==> config.mk <==
export PLATFORM = sky130hd
export DESIGN_NAME = uc_ctrl
export DESIGN_NICKNAME = d
export VERILOG_FILES = /design/src/rtl/uc_ctrl.sv
export SDC_FILE = /design/constraint.sdc
export NUM_CORES = 1
export LEC_CHECK = 0
export CAP_MARGIN = 10
export CORE_MARGIN = 2
export CORE_UTILIZATION = 40
export DETAILED_ROUTE_END_ITERATION = 10
export GPL_ROUTABILITY_DRIVEN = 0
export GPL_TIMING_DRIVEN = 0
export PLACE_DENSITY = 0.71
export SYNTH_ARGS = -nofsm -noshare
export SYNTH_HDL_FRONTEND = slang
export SYNTH_SLANG_ARGS = --single-unit
==> constraint.sdc <==
create_clock -name clk -period 4.8 [get_ports clk]
set_input_delay 0.48 -clock clk [delete_from_list [all_inputs] [get_ports clk]]
set_output_delay 0.48 -clock clk [all_outputs]
set_load 0.05 [all_outputs]
met1.png
Bar = 20 um.
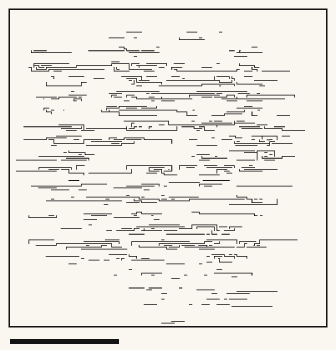
share of all routed wire: 45%
longest straight run: 13.8 um
met1 track utilization from global routing: 20.3%
total wire length: 2740 um
number of vias after detailed routing: 1,114

met2.png
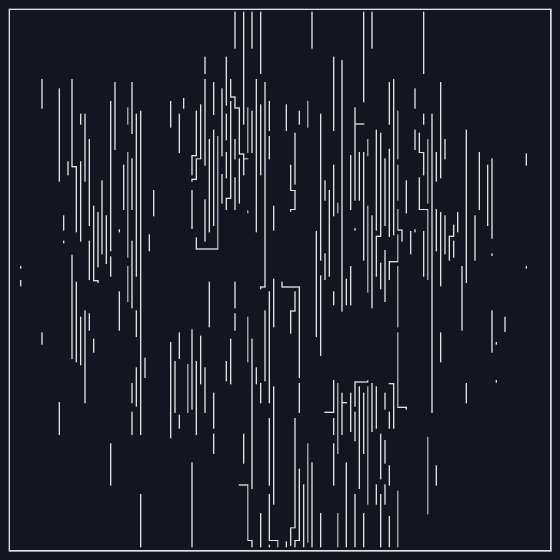
nets with wire on the layer: 168
main direction: vertical
share of all routed wire: 50%
wire length on this layer: 1,370 um
longest straight run: 34.7 um
global routing usage on met2: 28.7%

met3.png
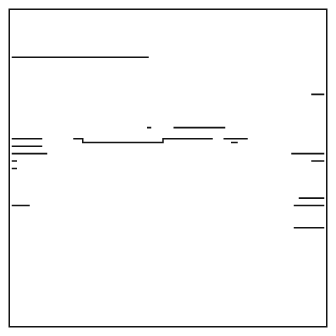
wire length on this layer: 112 um
main direction: horizontal
longest straight run: 24.8 um
GR Util met3: 4.91%

port_nets.png
Bar = 20 um.
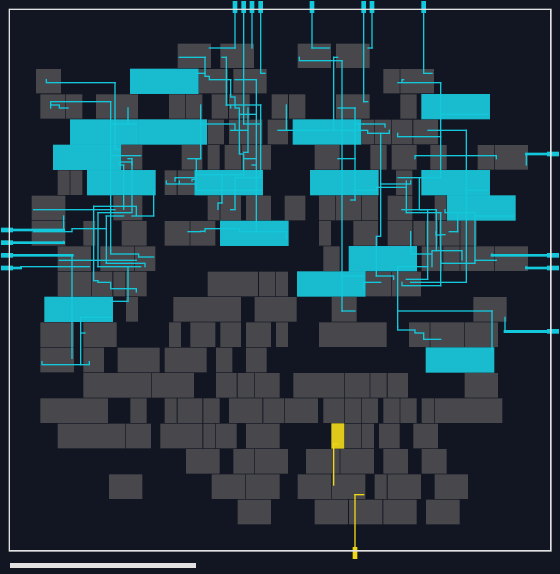
| port | color | direction | edge | end cells | buffers | wire |
|---|---|---|---|---|---|---|
| s_inc | yellow | output | bottom | 1 | 1 | 11.4 um |
| instr_count | cyan | output | 8 top, 4 left, 4 right | 16 | 16 | 682 um |
tally of buffers added on design ports: 38
total I/O pin count: 39

==> out/summary.log <==
[layout] Clock buffer cells 3
[clocking] clock slew at reported path FFs 0.11 ns
[global_routing] antenna violations before repair 0
[timing] Fin Hold WS 0.481 ns
[layout] Largest area class, layout combinational gates
[global_routing] GRT Resource Usage Total 16.6%
[routing] Met3 Wirelength 111 um
[placed_design] area post-placement 1580 um2
[critical_path] CP max-delay cell sky130_fd_sc_hd__clkdlybuf4s50_1
[outcome] result of the run complete, no violations
[clocking] post-CTS setup buffer count 0
[pwr] sequential cell power 0.188 mW
[floorplan] placeable core region 2760 um2
[logic_synthesis] post-synthesis cell count 136
[timing] setup TNS after final layout 0 ns
[critical_path] delay of the slowest critical-path stage 0.79 ns
[logic_synthesis] post-synthesis net count 153
[min_path] worst hold path stage count 2
[critical_path] capturing element type of the critical path output pin
[timing] time the final worst path needs with I/O delays and setup 3.16 ns
[routing] via/cell ratio 5.36
[layout] Non-CTS inverters 7
[logic_synthesis] library cell with the largest summed area after synthesis sky130_fd_sc_hd__dfxtp_1
[pwr] static leakage 0.569 nW
[placed_design] setup slack at placement 1.64 ns
[layout] total number of multi-input combinational cells 101
[layout] fin cells 208
[logic_synthesis] top-area cell type share of the netlist area 37.8%
[floorplan] total number of placement rows 19
[timing] max-slew violation count 0
[pwr] Power Internal 0.238 mW
[pwr] part of the total power dissipated in combinational logic 17.2%
[timing] share of the cycle needed by the critical path after routing 65.9%
[min_path] type of the worst min-delay path register to register
[timing] worst rel slew slack 66.0%
[critical_path] category of the most critical setup path input port to output pin
[critical_path] worst-path cell chain clkdlybuf4s50_1 -> and2b_1 -> o21ai_0 -> nor4_1 -> or2_2 -> clkdlybuf4s50_1
[global_routing] largest net degree at the start of global routing 12
[layout] Seq Cell Count 22
[pwr] Max rail drop VDD 191 uV
[critical_path] number of cells on the worst reg-to-reg path 5
[clocking] post-CTS resize count 0
[layout] number of nets in the layout 196
[layout] fillcell total 259
[pwr] fraction of power consumed by the clock network 25.1%
[pwr] power after layout 0.326 mW
[global_routing] first-pass GRT wire length 4370 um
placed cells by master, fill, tap and decap left out, types with 2 or more instances in the layout:
cell type                         instances
sky130_fd_sc_hd__clkdlybuf4s50_1         38
sky130_fd_sc_hd__dfxtp_1                 22
sky130_fd_sc_hd__a21oi_1                 14
sky130_fd_sc_hd__o21ai_0                 11
sky130_fd_sc_hd__nand2_1                 10
sky130_fd_sc_hd__nand2b_1                 7
sky130_fd_sc_hd__inv_1                    6
sky130_fd_sc_hd__or3_1                    5
sky130_fd_sc_hd__o31ai_1                  5
sky130_fd_sc_hd__or4_1                    5
sky130_fd_sc_hd__ha_1                     5
sky130_fd_sc_hd__nand3_1                  4
sky130_fd_sc_hd__nand4_1                  4
sky130_fd_sc_hd__and4_1                   3
sky130_fd_sc_hd__nor2_1                   3
sky130_fd_sc_hd__mux2i_1                  3
sky130_fd_sc_hd__buf_4                    3
sky130_fd_sc_hd__clkbuf_4                 3
sky130_fd_sc_hd__and2b_1                  2
sky130_fd_sc_hd__nor4_1                   2
sky130_fd_sc_hd__a211oi_1                 2
sky130_fd_sc_hd__nor3b_1                  2
sky130_fd_sc_hd__clkbuf_1                 2
sky130_fd_sc_hd__nand3b_1                 2
sky130_fd_sc_hd__nor3_1                   2
cell usage after synthesis:
cell and count:
sky130_fd_sc_hd__dfxtp_1 22, sky130_fd_sc_hd__a21oi_1 14, sky130_fd_sc_hd__o21ai_0 11, sky130_fd_sc_hd__nand2_1 10, sky130_fd_sc_hd__nand2b_1 7, sky130_fd_sc_hd__inv_1 6, sky130_fd_sc_hd__ha_1 5, sky130_fd_sc_hd__o31ai_1 5
sky130_fd_sc_hd__or3_1 5, sky130_fd_sc_hd__or4_1 5, sky130_fd_sc_hd__nand3_1 4, sky130_fd_sc_hd__nand4_1 4, sky130_fd_sc_hd__and4_1 3, sky130_fd_sc_hd__buf_4 3, sky130_fd_sc_hd__mux2i_1 3, sky130_fd_sc_hd__nor2_1 3
sky130_fd_sc_hd__a211oi_1 2, sky130_fd_sc_hd__and2b_1 2, sky130_fd_sc_hd__clkbuf_1 2, sky130_fd_sc_hd__nand3b_1 2, sky130_fd_sc_hd__nor3_1 2, sky130_fd_sc_hd__nor3b_1 2, sky130_fd_sc_hd__nor4_1 2, sky130_fd_sc_hd__and2_1 1
sky130_fd_sc_hd__and3_1 1, sky130_fd_sc_hd__and4b_1 1, sky130_fd_sc_hd__buf_2 1, sky130_fd_sc_hd__inv_2 1, sky130_fd_sc_hd__nand2_2 1, sky130_fd_sc_hd__nand4b_2 1, sky130_fd_sc_hd__nor2b_1 1, sky130_fd_sc_hd__o2111ai_2 1
sky130_fd_sc_hd__o211ai_2 1, sky130_fd_sc_hd__or2_2 1, sky130_fd_sc_hd__xor2_1 1
cell families (layout without fill, tap and decap cells):
logic type               after synthesis  after routing  synth area share (%)
multiplexers                           3              3                  2.58
AND/OR/NAND/NOR                       58             58                  30.6
XOR/XNOR                               1              1                 0.752
AND-OR/OR-AND                         34             34                  17.6
buffers and inverters                 13             54                  5.26
flip-flops                            22             22                  37.8
adder cells (fa/ha/maj)                5              5                  5.37
No activity file was given, so power comes from the tool's default toggle rates.
